--- src/rtl/grid_defs.sv ---
// Shared definitions for the grid store controller: FSM encoding,
// default geometry and the cell index helper.
package grid_defs;

  typedef enum logic [1:0] {
    ST_IDLE      = 2'd0,
    ST_SCAN      = 2'd1,
    ST_SHIFT     = 2'd2,
    ST_WAIT_SWAP = 2'd3
  } state_e;

  localparam int GRID_W_DEF  = 12;
  localparam int GRID_H_DEF  = 12;
  localparam int COORD_W_DEF = 8;

  // Flat bit position of cell (x, y); row 0 is the top row.
  function automatic int cell_idx(input int x, input int y, input int grid_w);
    return y * grid_w + x;
  endfunction

endpackage

--- src/rtl/grid_row_shift.sv ---
// Combinational row collapse: drops rows 0..ptr-1 down by one, reports whether
// the row at ptr is full and whether the row that would drop into it is full.
module grid_row_shift
  import grid_defs::*;
#(
  parameter int GRID_W = GRID_W_DEF,
  parameter int GRID_H = GRID_H_DEF,
  parameter int PTR_W  = $clog2(GRID_H)
) (
  input  logic [GRID_W*GRID_H-1:0] grid_i,
  input  logic [PTR_W-1:0]         ptr_i,
  output logic [GRID_W*GRID_H-1:0] shifted_o,
  output logic                     row_full_o,
  output logic                     above_full_o
);

  always_comb begin
    shifted_o    = grid_i;
    row_full_o   = 1'b0;
    above_full_o = 1'b0;
    // Row 0 always lies at or above the pointer, so zeros always enter there.
    shifted_o[GRID_W-1:0] = '0;
    for (int y = 1; y < GRID_H; y++) begin
      if (y <= int'(ptr_i))
        shifted_o[y*GRID_W +: GRID_W] = grid_i[(y-1)*GRID_W +: GRID_W];
    end
    for (int y = 0; y < GRID_H; y++) begin
      if (y == int'(ptr_i))
        row_full_o = &grid_i[y*GRID_W +: GRID_W];
      if (y + 1 == int'(ptr_i))
        above_full_o = &grid_i[y*GRID_W +: GRID_W];
    end
  end

endmodule

--- src/rtl/grid_store_ctrl.sv ---
// Playfield store: collapses full rows of a committed grid bottom-up, then
// publishes grid, cleared-row count and score on the next frame boundary.
module grid_store_ctrl
  import grid_defs::*;
#(
  parameter int GRID_W  = GRID_W_DEF,
  parameter int GRID_H  = GRID_H_DEF,
  parameter int COORD_W = COORD_W_DEF,
  parameter int SCORE_W = 16,
  parameter int CNT_W   = 4
) (
  input  logic                     clk,
  input  logic                     rst,
  input  logic                     commit_valid,
  input  logic [GRID_W*GRID_H-1:0] commit_data,
  output logic                     commit_ready,
  input  logic                     draw_finish,
  input  logic [COORD_W-1:0]       read_x,
  input  logic [COORD_W-1:0]       read_y,
  output logic                     coord_value,
  output logic [GRID_W*GRID_H-1:0] grid_out,
  output logic [CNT_W-1:0]         lines_cleared,
  output logic                     swap_pulse,
  output logic [SCORE_W-1:0]       score,
  output logic                     busy
);

  localparam int N     = GRID_W * GRID_H;
  localparam int PTR_W = $clog2(GRID_H);
  localparam int IDX_W = $clog2(N);

  state_e             state_q, state_d;
  logic [N-1:0]       work_q, work_d, disp_q, disp_d;
  logic [PTR_W-1:0]   ptr_q, ptr_d;
  logic [CNT_W-1:0]   cnt_q, cnt_d, lines_q, lines_d;
  logic [SCORE_W-1:0] score_q, score_d;
  logic               swap_q, swap_d, coord_q, coord_d;
  logic [N-1:0]       shifted;
  logic               row_full, above_full;
  logic [IDX_W-1:0]   rd_idx;

  function automatic logic [SCORE_W-1:0] sat_add(input logic [SCORE_W-1:0] a,
                                                 input logic [CNT_W-1:0]   b);
    logic [SCORE_W:0] sum;
    sum = {1'b0, a} + (SCORE_W+1)'(b);
    return sum[SCORE_W] ? '1 : sum[SCORE_W-1:0];
  endfunction

  grid_row_shift #(
    .GRID_W(GRID_W),
    .GRID_H(GRID_H),
    .PTR_W (PTR_W)
  ) u_shift (
    .grid_i      (work_q),
    .ptr_i       (ptr_q),
    .shifted_o   (shifted),
    .row_full_o  (row_full),
    .above_full_o(above_full)
  );

  always_comb begin
    state_d = state_q;
    work_d  = work_q;
    disp_d  = disp_q;
    ptr_d   = ptr_q;
    cnt_d   = cnt_q;
    lines_d = lines_q;
    score_d = score_q;
    swap_d  = 1'b0;
    unique case (state_q)
      ST_IDLE: begin
        if (commit_valid) begin
          work_d  = commit_data;
          ptr_d   = PTR_W'(GRID_H - 1);
          cnt_d   = '0;
          state_d = ST_SCAN;
        end
      end
      ST_SCAN: begin
        if (row_full)            state_d = ST_SHIFT;
        else if (ptr_q == '0)    state_d = ST_WAIT_SWAP;
        else                     ptr_d   = ptr_q - PTR_W'(1);
      end
      ST_SHIFT: begin
        work_d = shifted;
        cnt_d  = cnt_q + CNT_W'(1);
        // The dropped-in row is judged here, so a non-full row costs no extra
        // SCAN visit and accept-to-publish stays GRID_H + cleared rows.
        if (above_full)          state_d = ST_SHIFT;
        else if (ptr_q == '0)    state_d = ST_WAIT_SWAP;
        else begin
          ptr_d   = ptr_q - PTR_W'(1);
          state_d = ST_SCAN;
        end
      end
      ST_WAIT_SWAP: begin
        if (draw_finish) begin
          disp_d  = work_q;
          lines_d = cnt_q;
          score_d = sat_add(score_q, cnt_q);
          swap_d  = 1'b1;
          state_d = ST_IDLE;
        end
      end
      default: state_d = ST_IDLE;
    endcase
  end

  // Read port looks only at the published buffer, whatever the FSM is doing.
  always_comb begin
    rd_idx  = IDX_W'(cell_idx(int'(read_x), int'(read_y), GRID_W));
    coord_d = 1'b0;
    if (int'(read_x) < GRID_W && int'(read_y) < GRID_H)
      coord_d = disp_q[rd_idx];
  end

  always_ff @(posedge clk) begin
    if (rst) begin
      state_q <= ST_IDLE;
      work_q  <= '0;
      disp_q  <= '0;
      ptr_q   <= '0;
      cnt_q   <= '0;
      lines_q <= '0;
      score_q <= '0;
      swap_q  <= 1'b0;
      coord_q <= 1'b0;
    end else begin
      state_q <= state_d;
      work_q  <= work_d;
      disp_q  <= disp_d;
      ptr_q   <= ptr_d;
      cnt_q   <= cnt_d;
      lines_q <= lines_d;
      score_q <= score_d;
      swap_q  <= swap_d;
      coord_q <= coord_d;
    end
  end

  assign commit_ready  = (state_q == ST_IDLE);
  assign busy          = (state_q != ST_IDLE);
  assign grid_out      = disp_q;
  assign lines_cleared = lines_q;
  assign score         = score_q;
  assign swap_pulse    = swap_q;
  assign coord_value   = coord_q;

endmodule
--- config.mk ---
export PLATFORM = sky130hd
export DESIGN_NAME = grid_store_ctrl
export DESIGN_NICKNAME = d
export VERILOG_FILES = /design/src/rtl/grid_defs.sv /design/src/rtl/grid_row_shift.sv /design/src/rtl/grid_store_ctrl.sv
export SDC_FILE = /design/constraint.sdc
export NUM_CORES = 1
export LEC_CHECK = 0
export CAP_MARGIN = 20
export CORE_UTILIZATION = 50
export CTS_CLUSTER_SIZE = 8
export DETAILED_ROUTE_END_ITERATION = 6
export PLACE_DENSITY_LB_ADDON = 0.1
export SKIP_LAST_GASP = 1
export SYNTH_ARGS = -nofsm -noshare
export SYNTH_HDL_FRONTEND = slang
export SYNTH_SLANG_ARGS = --single-unit
--- constraint.sdc ---
create_clock -name clk -period 3.3 [get_ports clk]
set_clock_uncertainty 0.1 [all_clocks]
set_input_delay 0.66 -clock clk [delete_from_list [all_inputs] [get_ports clk]]
set_output_delay 0.66 -clock clk [all_outputs]
set_load 0.02 [all_outputs]
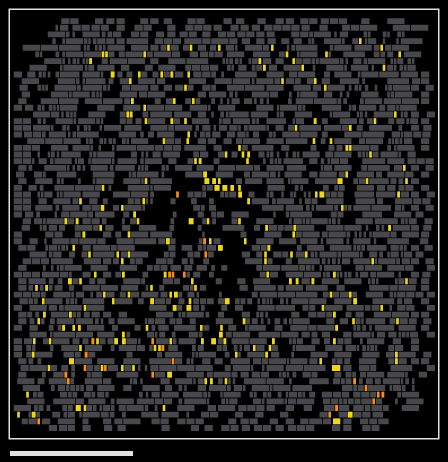
run_1/logic_types.png
Scale bar: 50 µm.
legend:
  orange:
    family: inv cells
    cells: 24
  yellow:
    family: nor cells
    cells: 200
    where: spread over the die

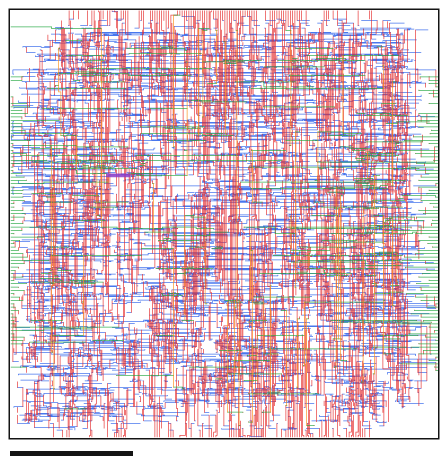
run_1/wires.png
Scale bar: 50 µm.
legend:
  red:
    layer: metal 2
    wire_length: 24.1 mm
  purple:
    layer: metal 5
    wire_length: 8.30 µm
  blue:
    layer: metal 1
    wire_length: 20.8 mm
  orange:
    layer: metal 4
    wire_length: 2010 µm
  green:
    layer: metal 3
    wire_length: 4200 µm

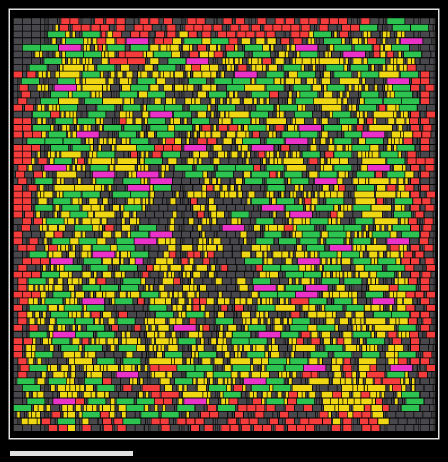
run_1/placement_by_type.png
Scale bar: 50 µm. Fill, decap, tap and diode cells in grey.
legend:
  green:
    class: sequential cells
    cells: 320
    share_of_their_area: 33%
  yellow:
    class: combinational and other logic
    cells: 1235
    share_of_their_area: 41%
  red:
    class: remaining buffers and delay cells
    cells: 393
    share_of_their_area: 20%
  magenta:
    class: clock drivers and dummy loads
    cells: 48
    share_of_their_area: 6.1%

==> results.py, run 1 <==
# Metrics from the implementation run
metrics = {
    "outcome": {
        "outcome": "finished clean",
    },
    "pwr": {
        "power_frac_seq_pct": 40.3,
        "p_clk_share_pct": 27.1,
        "switching_power_mw": 5.698,
    },
    "sta": {
        "finalCritPeriodShare_pct": 92.16,
        "setup_viol": 0,
        "rsz0062_at_grt": "false",
        "min_period_ns": 3.041,
        "final_max_slew_viol_count": 0,
        "setup_ws_ns": 0.2588,
    },
    "worst_setup_path": {
        "cp_max_fo": 8,
        "critPathKind": "in2reg",
        "critPathLaunchType": "input port",
        "crit_slowest_cell": "fa_1",
    },
    "cells_and_area": {
        "drive_gt1_share_pct": 8.166,
        "fillers": 2378,
    },
    "logic_synthesis": {
        "synthFlopType": "dfxtp_1",
        "synth-edff-count": 0,
        "synth-compound-area-share_pct": 16.61,
        "top_logic_kind": "simple AND/OR/NAND/NOR gates",
        "ys_sh_xor_pct": 1.059,
        "syn_avg_cell_area_um2": 8.842,
        "top_area_share_pct": 43.05,
        "ys_async_sr_fraction_pct": 0,
        "ys_sh_adder_pct": 2.421,
        "synth.cellmix.simpleShare_pct": 16.68,
    },
    "worst_hold_path": {
        "hold_class": "reg2reg",
    },
    "floorplanning": {
        "die_h_um": 174.5,
        "dieWidth_um": 174.5,
        "io_pins": 332,
        "dieArea_um2": 30460,
    },
    "place": {
        "gp_congestion": 0.9317,
    },
    "clock_tree": {
        "cts_resized": 0,
    },
}
-- run 1: kinds of logic after synthesis --
kind of cell               after synthesis
buffers and inverters                  152
adders and majority gates               27
xor gates and xnor gates                18
and+or+nand+nor                        592
DFF                                    320
muxes                                  181
AOI/OAI and AO/OA                      393
-- run 1: cell usage after synthesis (3+ instances only) --
cell type / count
dfxtp_1: 320
nand2_1: 309
a21oi_1: 189
nor2_1: 168
a211oi_1: 143
mux2i_1: 136
clkbuf_1: 104
mux4_2: 41
nand4_1: 39
ha_1: 24
inv_1: 24
and3_1: 20
nor3_1: 16
nand3_1: 15
o21ai_0: 13
buf_1: 10
buf_2: 10
xnor2_1: 10
a21o_1: 8
xor2_1: 8
nor2b_1: 7
nor4_1: 7
a221oi_1: 6
mux4_1: 4
nand2b_1: 4
a22oi_1: 3
a31oi_1: 3
fa_1: 3
o21ai_1: 3
o31ai_1: 3
-- run 1: state kept, by name, summed over array words and instances (netlist names) --
name and cells:
grid_out 144, work_q 144, score 16, cnt_q 4, lines_cleared 4, ptr_q 4
state_q 2, coord_value 1, swap_pulse 1
-- run 1: layer usage --
metal	global-route usage [%]	part of all wire [%]	routed length, µm
met5	0	0.016	8
met4	13.33	3.9	2005
met3	4.899	8.2	4199
met2	53.93	47	24070
met1	43.57	41	20750
-- run 1: cell type report --
cell class,instances,area (µm²),share of cell area (%)
diodes,2,5.005,0.02508
clock buffers,47,1176,5.893
clock inverters,1,8.758,0.04388
inverters,24,90.09,0.4514
multi-input cells,1211,7905,39.61
flip-flops and latches,320,6406,32.10
well taps,384,480.5,2.407
repair buffers,393,3886,19.47
-- run 1: power by group through the flow --
stage | logic, mW | registers [mW] | clock network [mW]
CTS | 4.85 | 5.99 | 4.10
global route | 5.37 | 6.12 | 4.25
global placement | 4.71 | 6.03 | 0
finish | 4.90 | 6.05 | 4.06
detailed placement | 4.81 | 6.06 | 0
floorplan | 3.25 | 5.57 | 0
-- run 1: path summary, 6_finish.rpt --
kind | end | slack [ns] | startpoint
hold / removal | lines_cleared[1]$_SDFFE_PP0P_ | 0.36 | lines_cleared[1]$_SDFFE_PP0P_
setup / recovery | coord_value$_SDFF_PP0_ | 0.26 | read_y[0]
hold reg to reg | lines_cleared[1]$_SDFFE_PP0P_ | 0.36 | lines_cleared[1]$_SDFFE_PP0P_
setup reg to reg | state_q[1]$_SDFFE_PP0P_ | 0.34 | ptr_q[0]$_SDFFE_PP0P_
-- run 1: per-stage QoR --
step                      power [mW]  hold WS, ns  setup TNS, ns
after floorplan                8.828       0.3451              0
after detailed placement       10.86       0.3552        -0.2759
after global placement         10.74       0.3482        -0.2581
final                          15.01       0.3598              0
after CTS                      14.94       0.3617              0
after global routing           15.74       0.3825              0
-- run 1: worst max-delay path, delay by kind of cell --
family          cells  cell delay, ns
simple gates        1            0.16
fa+ha+maj           2            0.87
mux                 1            0.37
buf+inv             4            0.80
compound gates      4            0.49
==> inputs of run 2 (changes only) <==
Settings changed: GPL_ROUTABILITY_DRIVEN set to 0.
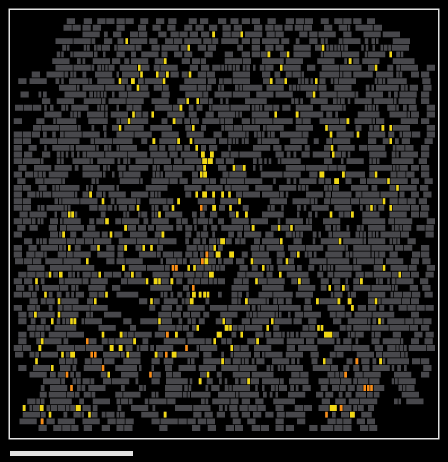
run_2/logic_types.png
Scale bar: 50 µm.
legend:
  yellow:
    family: nor cells
    cells: 200
    where: spread over the die
  orange:
    family: inv cells
    cells: 24

==> run 2 against run 1 <==
Wire length is 1.5% lower; critical path depth stayed put; worst setup slack better by 0.0053 ns; critical endpoint unchanged; clock power is 2% lower.
==> results.py, run 2 <==
# Metrics from the implementation run
metrics = {
    "sta": {
        "whs_ns": 0.3537,
        "min_period_ns": 3.036,
        "setup_viol": 0,
        "final_max_slew_viol_count": 0,
        "rsz0062_at_grt": "false",
        "worst_pin_slew_ns": 1.031,
        "finalCritPeriodShare_pct": 92.00,
    },
    "logic_synthesis": {
        "synthFlopType": "dfxtp_1",
        "syn_avg_cell_area_um2": 8.842,
        "postSynthSeqShare_pct": 43.05,
        "synth-edff-count": 0,
        "yosysTopAreaCell": "dfxtp_1",
        "synth_flop_count": 320,
        "ys_async_sr_fraction_pct": 0,
        "top_area_share_pct": 43.05,
        "yosys_warnings": 0,
        "common_cells": "dfxtp_1, nand2_1, a21oi_1, nor2_1, a211oi_1",
        "ys_cells": 1683,
        "synth_top_cell_by_count": "dfxtp_1",
    },
    "worst_setup_path": {
        "rrSetupSlack_ns": 0.32,
        "cp_max_fo": 7,
        "cp.required_ns": 3.61,
        "critPathKind": "in2reg",
        "ff2ff_path_depth": 10,
        "critPathLaunchType": "input port",
        "crit_slowest_cell": "fa_1",
    },
    "floorplanning": {
        "dieArea_um2": 30460,
        "die_h_um": 174.5,
        "dieWidth_um": 174.5,
        "io_pins": 332,
    },
    "route": {
        "viasPerCell": 6.027,
    },
    "cells_and_area": {
        "final_layout_top_logic_cell": "clkdlybuf4s50_1",
        "drive_gt1_share_pct": 7.241,
        "fillers": 2371,
    },
    "global_route": {
        "grt_pass1_wl_um": 76480,
        "grt_pass1_vias": 13420,
    },
    "pwr": {
        "power_mw": 14.74,
    },
    "outcome": {
        "outcome": "finished clean",
    },
    "worst_hold_path": {
        "hold_class": "reg2reg",
    },
}
==> run 2: cell types whose count changed in the layout (fill, tap and decap cells not counted) <==
cell / change
a211oi_1: -1
a211oi_2: +1
buf_12: -1
buf_4: -20
clkbuf_16: -2
clkinv_8: +2
==> run 2: final timing paths <==
check | startpoint | to
worst max-delay path | read_y[0] | coord_value$_SDFF_PP0_
worst min-delay path | lines_cleared[2]$_SDFFE_PP0P_ | lines_cleared[2]$_SDFFE_PP0P_
worst max register to register | ptr_q[0]$_SDFFE_PP0P_ | ptr_q[3]$_SDFFE_PP0P_
worst min register to register | lines_cleared[2]$_SDFFE_PP0P_ | lines_cleared[2]$_SDFFE_PP0P_
==> run 2: critical path, delay by kind of cell <==
family	cells	cell delay [ns]
compound gates	4	0.47
buf+inv	4	0.81
fa+ha+maj	2	0.88
mux	1	0.36
simple gates	1	0.16
==> run 2: what timing repair did <==
item / CTS / global route
hold buffers: 0 / 0
resized: 0 / 1
endpoints found under the setup margin: 0 / 1
==> run 2: area by class of cell <==
class	count	area, µm²	area share (%)
diodes	2	5.005	0.02531
clock buffers	45	1126	5.694
clock inverters	3	41.29	0.2088
inverters	24	90.09	0.4556
multi-input cells	1211	7910	40.00
flip-flops and latches	320	6406	32.39
well taps	384	480.5	2.430
repair buffers	372	3716	18.79
==> run 2: kinds of logic (layout without fill, tap and decap cells) <==
logic type	count (synthesis)	count (layout)	share of synthesized area (%)
XOR/XNOR	18	18	1.059
flip-flops	320	320	43.05
AND/OR/NAND/NOR	592	592	16.68
buffers and inverters	152	444	4.120
AND-OR/OR-AND	393	393	16.61
other	0	2	0
multiplexers	181	181	16.06
adder cells (fa/ha/maj)	27	27	2.421
==> run 2: layer usage <==
metal	GRT usage (%)	share of wire, %	up-vias
met5	0	0.034	-
met4	13.55	4.3	2
met3	5.534	9.0	139
met2	52.56	47	803
met1	42.34	40	6691
li1	-	-	6595
==> run 2: metrics by stage <==
| step | setup WS [ns] | area, µm² | util [%] | setup TNS [ns] | instances |
|---|---|---|---|---|---|
| after detailed placement | -0.2619 | 18600 | 64.10 | -0.2619 | 2311 |
| after global routing | 0.08381 | 19780 | 68.16 | 0 | 2361 |
| after floorplan | 0.3641 | 14880 | - | 0 | 1683 |
| after global placement | -0.2246 | 18600 | 64.10 | -0.2246 | 2311 |
| after CTS | 0.2774 | 19770 | 68.13 | 0 | 2359 |
| final | 0.2641 | 19780 | 68.16 | 0 | 2361 |
==> run 2: report_power, final <==
part	switching, mW	internal, mW
combinational	2.72	1.92
clock	1.59	2.39
sequential	1.31	4.80
total	5.62	9.11
Power figures rest on the tool's default switching activity, not on a simulated workload.
